**Run 1: the clock network**

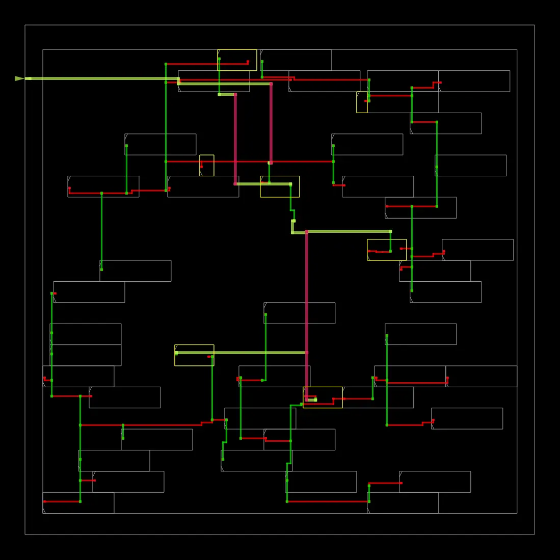
**Run 1: power grid**

(6 px per um) Pins as bars on the die edge. Tap cells in gray.
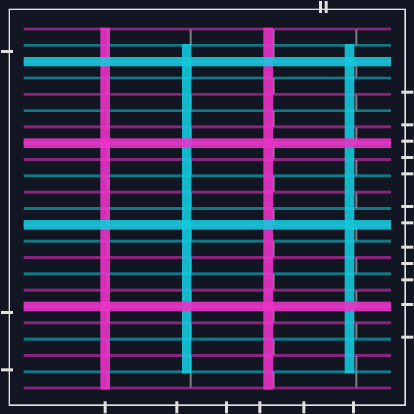
**Run 1: cell density map**

(6 px per um) 7 x 7 tiles, from white (low) to dark blue (high), 0 to 100% covered.
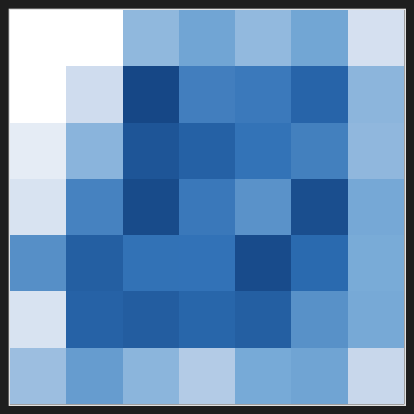
==> config.mk <==
export PLATFORM = sky130hd
export DESIGN_NAME = clock_strobe_monitor
export DESIGN_NICKNAME = d
export VERILOG_FILES = /design/src/rtl/clock_strobe_monitor.sv
export SDC_FILE = /design/constraint.sdc
export NUM_CORES = 1
export LEC_CHECK = 0
export CAP_MARGIN = 20
export CORE_MARGIN = 2
export CORE_UTILIZATION = 55
export CTS_CLUSTER_SIZE = 28
export DETAILED_ROUTE_END_ITERATION = 10
export PLACE_DENSITY_LB_ADDON = 0.25
export SYNTH_ARGS = -nofsm -noshare
export SYNTH_HDL_FRONTEND = slang
export SYNTH_SLANG_ARGS = --single-unit
==> constraint.sdc <==
create_clock -name clock -period 3.73 [get_ports clock]
set_input_delay 1.119 -clock clock [delete_from_list [all_inputs] [get_ports clock]]
set_output_delay 1.119 -clock clock [all_outputs]
set_load 0.01 [all_outputs]
==> Slide: Implementation Results, run 1 <==
Physical Implementation Snapshot

Outcome
  – Status: finished, final reports clean

Drt
  – Vias per std cell: 5.80
  – Vias: 1727
  – Final wirelength: 4.18 mm
  – WL/cell: 14.0 um

Yosys
  – Syn Inst Count: 231
  – Yosys warns: 0
  – Synth top area cells: dfrtp_1, a21oi_1, nor2_1, xnor2_1, o21ai_0
  – Xor/xnor share: 0.0627
  – Ys async rst share: 1.00
  – EDFF count, synth: 0
  – Count of cell types in the netlist: 43
  – Yosys adder share: 0.00597
  – Area fraction in mux cells: 0.0101
  – Netlist area before placement: 2100 sq um
  – Registers, synthesis: 40
  – Ys cells: 231
  – Ao+oa area frac: 0.181

STA
  – Minimum clock period: 2.56 ns
  – RSZ-0062 raised after global routing: false
  – Final Hold Fails: 0
  – Setup TNS: 0 ns
  – Slew @ Worst Pin: 0.606 ns

Cells and area
  – Dominant logic cell type in the layout: dfrtp_1
  – Final Non-Filler Cells: 298
  – Total Nets Final: 255
  – Clkbuf count: 6
  – Seq/total area: 0.413
  – Sequential cell area: 1000 sq um
  – Comb gates: 168
  – Clock buffers and inverters, area share: 0.0320
  – Layout cell share with drive strength beyond 1: 0.0800
  – Buffer share of cell area: 0.103
  – Most frequent cells in the layout: dfrtp_1, nor2_1, a21oi_1
  – # fillers: 307
  – Area Overhead vs Synth: 15.6%

Clock network
  – CTS Buffer Depth: 2
  – CTS tree: built
  – # H-tree levels: 2
  – Clk pin slew, worst setup/hold paths: 0.07 ns
  – Postcts setup bufs: 0
  – Clock root buffer master: clkbuf_8

Die
  – Tapcell count: 48
  – Die Size: 4320 sq um
  – Row Count: 22

Placed design
  – DP Cell Count: 291

Global route
  – First-pass GRT wire length: 7.27 mm
  – GRT Total Usage: 0.221
  – GRT Residual Overflow: 0

Worst setup path
  – Crit-path max cell delay: 0.52 ns
  – Buf/Inv on CP: 0
  – Worst r2r path cells: 7
  – Reg2Reg Setup Slack: 1.17 ns
  – Crit-path slowest cell: or4b_4
  – Crit path max-delay family: simple AND/OR/NAND/NOR gates
  – Cell chain of the critical path: ha_1 -> nand3_4 -> nor4_4 -> and3_1 -> o211ai_1 -> or4b_4 -> a21oi_2
  – Critical Path End Type: flip-flop

Power and ir drop
  – Sw frac: 0.257
  – Combinational share of power: 0.178
  – Switching power: 0.241 mW
  – Int Pwr: 0.698 mW
  – Peak supply drop: 0.000248 V
  – Reg power frac: 0.533
  – PD cells: 387 nW/um^2

Run
  – Max-cap viol count: 0
-- 'the clock network' (at the start) --
Clock Skews: 0.00576 ns
clk latency late pin: 0.29 ns
Seq cells: 40
P_clk: 0.271 mW

-- 'power grid' (at the start) --
Key: magenta = VSS; cyan = VDD
The core has 22 rows. 4 straps on met4. 23 signal pins sit on the boundary. 48 tap cells. 23 met1 rails follow the rows.
die height: 65.7 um
Die W: 65.7 um

-- 'cell density map' (at the start) --
27% of the tiles are over 75% full. The mean over all tiles is 55%. The emptiest ninth of the die: north-west. The densest ninth of the die: center.
Core ar.: 3660 sq um
Initial Util: 0.572

==> run 1: stage by stage <==
| step | total power, mW | util | hold slack [ns] | setup slack [ns] | cell area, sq um |
|---|---|---|---|---|---|
| floorplan | 0.580 | - | 0.331 | 1.49 | 2100 |
| global placement | 0.673 | 0.641 | 0.334 | 0.997 | 2350 |
| detailed placement | 0.679 | 0.641 | 0.337 | 0.927 | 2350 |
| CTS | 0.948 | 0.662 | 0.354 | 1.20 | 2420 |
| global route | 0.984 | 0.662 | 0.356 | 1.00 | 2420 |
| finish | 0.939 | 0.662 | 0.351 | 1.17 | 2420 |
==> run 1: metal layers <==
layer  track usage  wire (um)  vias up
li1              -          -      848
met1         0.313       2010      831
met2         0.338       1910       41
met3        0.0514        215        7
met4        0.0625         43        0
met5             0          0        -
## Run 2: what changed since run 1
--- a/config.mk
+++ b/config.mk
@@ -7,7 +7,7 @@
 export LEC_CHECK = 0
 export CAP_MARGIN = 20
 export CORE_MARGIN = 2
-export CORE_UTILIZATION = 55
+export CORE_UTILIZATION = 50
 export CTS_CLUSTER_SIZE = 28
 export DETAILED_ROUTE_END_ITERATION = 10
 export PLACE_DENSITY_LB_ADDON = 0.25
==> constraint.sdc (replaced) <==
create_clock -name clock -period 2.3 [get_ports clock]
set_input_delay 0.69 -clock clock [delete_from_list [all_inputs] [get_ports clock]]
set_output_delay 0.69 -clock clock [all_outputs]
set_load 0.01 [all_outputs]
**Run 2: power grid**

(6 px per um) Pins as bars on the die edge. Tap cells in gray.
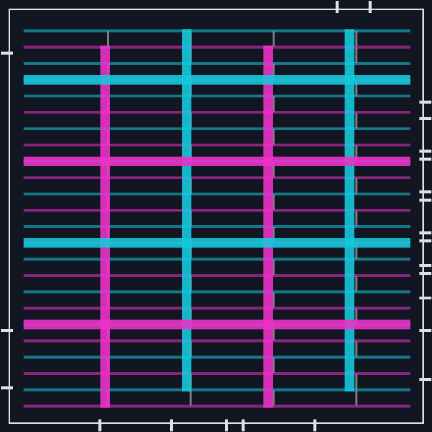
Key: magenta = VSS; cyan = VDD
24 met1 rails follow the rows. 4 straps on met4. 50 tap cells. 4 straps on met5. 23 signal pins sit on the boundary.
Core ar.: 4030 sq um
Die W: 68.7 um
peak supply drop: 0.000577 V
die height: 68.7 um

==> run 2 against run 1 <==
Combinational power is 69% higher. Worst setup slack worse by 1.1 ns. Count of clock-buffer cells in the layout is 1 lower. Flip-flop count stayed put. Sequential share of layout area is 3.8 points lower. Hold slack better by 0.0025 ns. Sequential power is 61% higher.
==> Slide: Implementation Results, run 2 <==
Physical Implementation Snapshot

Worst setup path
  – Crit-path max cell delay: 0.53 ns (about the same)
  – CP Max Fanout: 5
  – Critical Path Start Type: flip-flop
  – Worst r2r path cells: 6 (-1)
  – Cell chain of the critical path: nand4_1 -> or2_2 -> nor2_2 -> xnor2_1 -> or4b_4 -> a21oi_2
  – Crit path kind: flip-flop to flip-flop
  – Reg2Reg Setup Slack: 0.07 ns (-1.09 ns)
  – Critical Path End Type: flip-flop
  – Buf/Inv on CP: 0 (unchanged)
  – CP arrival: 2.45 ns
  – Crit path max-delay family: simple AND/OR/NAND/NOR gates
  – Crit-path slowest cell: or4b_4

Power and ir drop
  – Reg power frac: 0.459 (-0.074)
  – Leak pwr: 1.15 nW
  – P_clk: 0.669 mW (+150%)
  – Sw frac: 0.229 (-0.0282)
  – Comb pwr: 0.282 mW
  – Tot Pwr: 1.76 mW (+87%)
  – Int Pwr: 1.36 mW (+94%)
  – PD cells: 659 nW/um^2 (+70%)
  – Clk pwr share: 0.380
  – Combinational share of power: 0.160 (-0.018)
  – Switching power: 0.402 mW (+67%)

Yosys
  – Synth top area cells: dfrtp_1, a21oi_1, nor2_1, xnor2_1, o21ai_0
  – Syn Inst Count: 231 (unchanged)
  – Registers, synthesis: 40 (unchanged)
  – Synthesis area per yosys: 2100 sq um
  – Ys async rst share: 1.00 (unchanged)
  – EDFF count, synth: 0 (unchanged)
  – Yosys warns: 0 (unchanged)
  – Syn_nets: 236
  – Ys cells: 231 (unchanged)
  – Count of cell types in the netlist: 43 (unchanged)
  – Netlist area before placement: 2100 sq um (unchanged)
  – Max-area cell share: 0.478
  – Seq share, synth: 0.478

Clock network
  – Postcts setup bufs: 0 (unchanged)
  – Clk pin slew, worst setup/hold paths: 0.08 ns (about the same)
  – Number of clock sinks: 40
  – CTS tree: built
  – CTS Buffer Depth: 2 (unchanged)
  – Hold_buf cts: 0
  – Clock root buffer master: clkbuf_8
  – # H-tree levels: 2 (unchanged)
  – Clk latency late pin: 0.29 ns (about the same)

Cells and area
  – Total Nets Final: 278 (+9.0%)
  – Dominant logic cell type in the layout: dfrtp_1
  – Final Non-Filler Cells: 323 (+8.4%)
  – Layout cell share with drive strength beyond 1: 0.176 (+0.0958)
  – Most frequent cells in the layout: dfrtp_1, nor2_1, a21oi_1
  – Layout Utilization: 0.662 (about the same)
  – Diode count: 0
  – Final Instance Area: 2670 sq um (+10%)
  – Sequential cell area: 1000 sq um (unchanged)
  – # fillers: 342 (+11%)
  – Area Overhead vs Synth: 27.2%

Die
  – Row Count: 23 (+4.5%)
  – Initial Util: 0.520 (-0.0523)
  – Die Size: 4730 sq um (+9.4%)

Drt
  – Final ANT Viol Nets: 0
  – Vias: 1818 (+5.3%)
  – Vias per std cell: 5.63 (-2.9%)
  – WL/cell: 14.9 um (+6.4%)
  – Final wirelength: 4.82 mm (+15%)

Run
  – Count of tool warnings: 26
  – Max-cap viol count: 0 (unchanged)

STA
  – Hold WS: 0.354 ns (+0.00245 ns)
  – Final Hold Fails: 0 (unchanged)
  – Setup ws final: 0.0749 ns (-1.09 ns)
  – Clock Skews: 0.00974 ns (+0.00398 ns)
  – Slew @ Worst Pin: 0.556 ns (-0.0500 ns)
  – Minimum clock period: 2.23 ns (-0.338 ns)
  – RSZ-0062 raised after global routing: false
  – Setup TNS: 0 ns (unchanged)

Global route
  – Vias in the first global route: 1548
  – GRT Total Usage: 0.233 (+0.0124)
  – GRT Residual Overflow: 0 (unchanged)
  – First-pass GRT wire length: 7.87 mm (+8.2%)

Placed design
  – DP Cell Count: 315 (+8.2%)
  – Setup WS pre-CTS: -0.00877 ns (-0.936 ns)
  – DP Area: 2510 sq um (+7.1%)

Worst hold path
  – Cell depth of the worst min-delay path: 0

Outcome
  – Status: finished, final reports clean
run 2: cell counts after synthesis:
No cell type changed its count.
run 2: logic make-up after synthesis:
family	count (synthesis)	share of synthesized area
compound gates	66	0.181
xor+xnor	15	0.0627
fa+ha+maj	1	0.00597
buf+inv	23	0.0460
flops	40	0.478
mux	2	0.0101
simple gates	84	0.216
run 2: routing by layer:
layer	vias up	track usage	wire, um
li1	897	-	-
met1	867	0.337	2310
met2	47	0.343	2220
met3	7	0.0536	205
met4	0	0.0809	80
met5	-	0	0
run 2: final cells by class:
cell class,instances,area share
inverters,9,0.0127
well taps,50,0.0235
flip-flops and latches,40,0.375
repair buffers,49,0.159
multi-input cells,168,0.382
clock buffers,5,0.0258
clock inverters,2,0.0225
No activity file was given, so power comes from the tool's default toggle rates.
